m1.png
The bar under the picture is 20 um long.
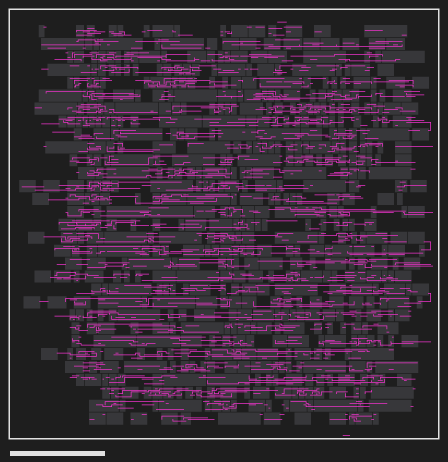
layers.png
The bar under the picture is 20 um long. Two of the layers only.
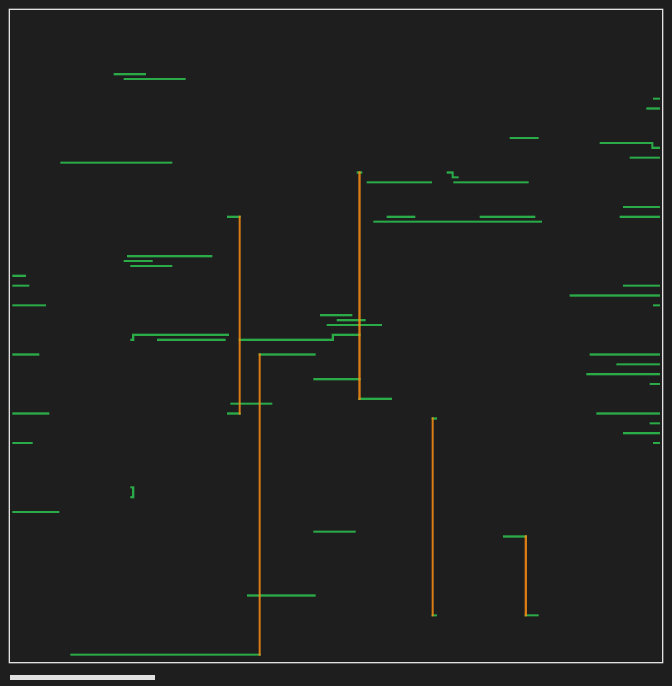
==> config.mk <==
export PLATFORM = sky130hd
export DESIGN_NAME = band_cal_ctrl
export DESIGN_NICKNAME = d
export VERILOG_FILES = /design/src/rtl/band_cal_pkg.sv /design/src/rtl/band_cal_ctrl_gray_cnt_cap.sv /design/src/rtl/band_cal_ctrl.sv
export SDC_FILE = /design/constraint.sdc
export NUM_CORES = 1
export LEC_CHECK = 0
export ABC_AREA = 1
export ABC_CLOCK_PERIOD_IN_PS = 3940
export CAP_MARGIN = 20
export CORE_MARGIN = 1.5
export CORE_UTILIZATION = 56
export CTS_CLUSTER_DIAMETER = 200
export DETAILED_ROUTE_END_ITERATION = 8
export PLACE_DENSITY = 0.81
export RECOVER_POWER = 25
export SKIP_CTS_REPAIR_TIMING = 1
export SYNTH_ARGS = -nofsm -noshare
export SYNTH_HDL_FRONTEND = slang
export SYNTH_HIERARCHICAL = 1
export SYNTH_SLANG_ARGS = --single-unit
==> constraint.sdc <==
create_clock -name ref_clk -period 3.94 [get_ports ref_clk]
set_input_delay 1.182 -clock ref_clk [delete_from_list [all_inputs] [get_ports ref_clk]]
set_output_delay 1.182 -clock ref_clk [all_outputs]
set_load 0.02 [all_outputs]
==> Slide: Implementation Results <==
Flow Results at a Glance

Outcome
  • Status: complete, but fails checks
  • Failing checks: max-capacitance violations, max-slew violations

CTS
  • Clk buf depth: 2
  • CTS tree: done
  • Reg clk slew, reported paths: 0.10 ns
  • CTS buffer count: 5
  • Clk Latency, worst-skew pair: 0.32 ns
  • Clk sinks: 55
  • Htree depth: 2
  • CTS root buffer: clkbuf_8

Layout
  • Share of post-route cells with drive strength above 1: 0.146
  • Area Growth Syn to Fin: 20.5%
  • Final Core Density: 0.702
  • Commonest Layout Cell: nand2_1
  • Inserted Diodes: 0
  • Nets: 710
  • Fin cells: 729
  • Most frequent cells in the layout: nand2_1 (108), inv_1 (91), dfrtp_1 (55), clkdlybuf4s50_1 (53), nand3_1 (51)
  • Flop area: 1380 sq um
  • Fill count: 618
  • Area of the multi-input gates: 2510 sq um

STA
  • Clock skew: 0.0128 ns
  • Slew Limit Fails: 33
  • Fin Hold WS: 0.469 ns
  • Setup Viol. Count Final: 0
  • Final min period: 3.65 ns
  • Slew Limit Headroom: -0.181
  • Setup Total Neg Slack: 0 ns
  • Hold Fails Final Rpt: 0
  • Slew @ Worst Pin: 1.77 ns
  • Post-layout period usage: 0.926
  • Fmax: 274 MHz

Placed design
  • Routability cong.: 0.896
  • DP HPWL: 6980 um
  • Dpl cells: 716
  • I/O Buffers: 54

Global routing
  • Vias in the first global route: 3707
  • Largest net degree at the start of global routing: 33
  • Top Usage Layer GRT: met2
  • Initial antenna violation count: 0
  • GRT Residual Overflow: 0
  • First-pass GRT wire length: 15800 um
  • Met3 usage: 0.0254
  • M2 GR Usage: 0.410

Power and ir drop
  • Clk pwr share: 0.201
  • Leak pwr: 2.66 nW
  • Sw Ratio: 0.382
  • Sequential share of power: 0.381
  • Internal Power: 1.02 mW
  • Comb pwr share: 0.417
  • Peak supply drop: 0.000243 V
  • Switch Pwr: 0.633 mW
  • Overall Power: 1.66 mW
  • PD cells: 323 nW/um^2

Yosys
  • Post-Syn Instances: 562
  • EDFF count, synth: 0
  • Syn_nets: 643
  • Post-synth seq share: 0.324
  • Distinct lib cells used: 34
  • Area contributors post-synth: dfrtp_1 (32%), ha_1 (11%), nand2_1 (9.6%), inv_1 (8.0%), nand3_1 (6.0%)
  • Yosys chip area: 4250 sq um
  • Area leader share: 0.324
  • Yosys warning tally: 6
  • Dominant Register Cell: dfrtp_1
  • Registers, synthesis: 55
  • Syn Std Cell Area: 4250 sq um
  • Cell count in the Yosys report: 562
  • Avg Cell Area, Syn: 7.56 sq um
  • Share of synthesized registers carrying an async set or reset: 1.00
  • Cell type with the largest total area: dfrtp_1

Floorplanning
  • Chip area: 8120 sq um
  • I/O pin cnt: 56
  • Standard-cell row count: 31
  • Fp util: 0.583
  • Core ar.: 7290 sq um
  • Die Ht: 90.1 um
  • DIE WIDTH: 90.1 um

Critical path
  • Critical Path End Type: flop
  • R2R Setup Slk: 0.29 ns
  • Worst EP required: 4.15 ns
  • Arrival time worst endpoint: 3.86 ns
  • Max FO, Critical Path: 4
  • Kind of critical path: in -> reg
  • Worst setup SP type: primary input
  • Worst reg2reg path depth: 23

Detailed routing
  • DR vias/cell: 5.24
  • Routed Antenna Nets: 0
  • DRC viols: 0
  • DR pass1 iterations: 5
  • DRT iter0 DRCs: 166

Flow run
  • Log Warnings: 27
  • Max Cap Violations: 1

Hold path
  • Worst Hold Class: reg -> reg
  • Worst hold stages: 1
Back to the opening pictures, m1.png:
The longest straight run is 28.1 um. The wires run mostly horizontal.
grt met1 use: 0.295
Post-Route WL: 9170 um
vias after detailed routing: 3822

Back to the opening pictures, layers.png:
Key: M4 = orange [wire length 138 um]; M3 = green [wire length 347 um]
global-route usage over all layers: 0.231
drt wl/cell: 12.6 um

[routing by layer]
layer / vias to the layer above / share of wire
met2: 87 / 0.49
met3: 12 / 0.038
met4: 0 / 0.015
li1: 1954 / -
met1: 1769 / 0.46
met5: - / 0
[cell type report]
| type | count | share of cell area |
|---|---|---|
| Multi-Input combinational cell | 400 | 0.490 |
| Timing Repair Buffer | 69 | 0.127 |
| Clock inverter | 1 | 0.00171 |
| Inverter | 98 | 0.0718 |
| Tap cell | 99 | 0.0242 |
| Clock buffer | 7 | 0.0169 |
| Sequential cell | 55 | 0.269 |
[cells in the mapped netlist (2+ instances only)]
cell      count
o21ai_1      13
nand2_2      12
mux2_2        8
nor3_1       12
o21bai_1      3
o211ai_1      2
buf_2         2
buf_4         2
dfrtp_1      55
nand2_1     109
a31oi_1       8
nand2_4       7
a21oi_1      25
xor2_1       13
clkbuf_1      5
nand4_1       2
inv_2         6
nand3_1      51
nand3_2      23
nor2_1       33
xnor2_1       2
ha_1         36
a21o_1        2
inv_1        91
o21ai_0      31
[per-stage QoR]
| step | worst slack (ns) | cell area, sq um |
|---|---|---|
| 4_1_cts | 0.0923 | 5040 |
| 3_5_place_dp | -0.0243 | 4950 |
| 2_1_floorplan | 0.432 | 4250 |
| 5_1_grt | -0.0610 | 5120 |
| 6_report | 0.291 | 5120 |
| 3_3_place_gp | 0.157 | 4950 |
[cell families (layout without fill, tap and decap cells)]
family | Yosys count | count (layout) | synth area share
other | 1 | 1 | 0.000882
AND/OR/NAND/NOR | 251 | 251 | 0.300
XOR/XNOR | 15 | 15 | 0.0309
multiplexers | 8 | 8 | 0.0212
adder cells (fa/ha/maj) | 37 | 37 | 0.111
buffers and inverters | 107 | 175 | 0.0968
flip-flops | 55 | 55 | 0.324
AND-OR/OR-AND | 88 | 88 | 0.116
[worst max-delay path: stages]
cell and delay [ns]:
clkdlybuf4s50_1 0.51, inv_2 0.07, nand2_2 0.08, nand3_2 0.08, nand2_2 0.10, nand2_1 0.08, nand3_2 0.10, nand2_2 0.08
nand2_2 0.10, nand2_2 0.07, nand2_2 0.10, nand3_4 0.10, nand2_4 0.09, nand2_4 0.06, nand2_2 0.09, nand2_4 0.07
nand2_2 0.10, nand2_4 0.08, nand2_4 0.08, nand2_4 0.06, nand3_2 0.09, nand3_2 0.10, nand3_1 0.11, nand3_1 0.10
nand3_1 0.10, nand2_1 0.05
[power groups by stage]
stage	clock network (mW)	logic, mW	registers [mW]
finish	0.333	0.691	0.632
global route	0.365	0.766	0.638
CTS	0.340	0.688	0.631
detailed placement	0	0.686	0.642
global placement	0	0.664	0.640
floorplan	0	0.484	0.634
Power figures rest on the tool's default switching activity, not on a simulated workload.
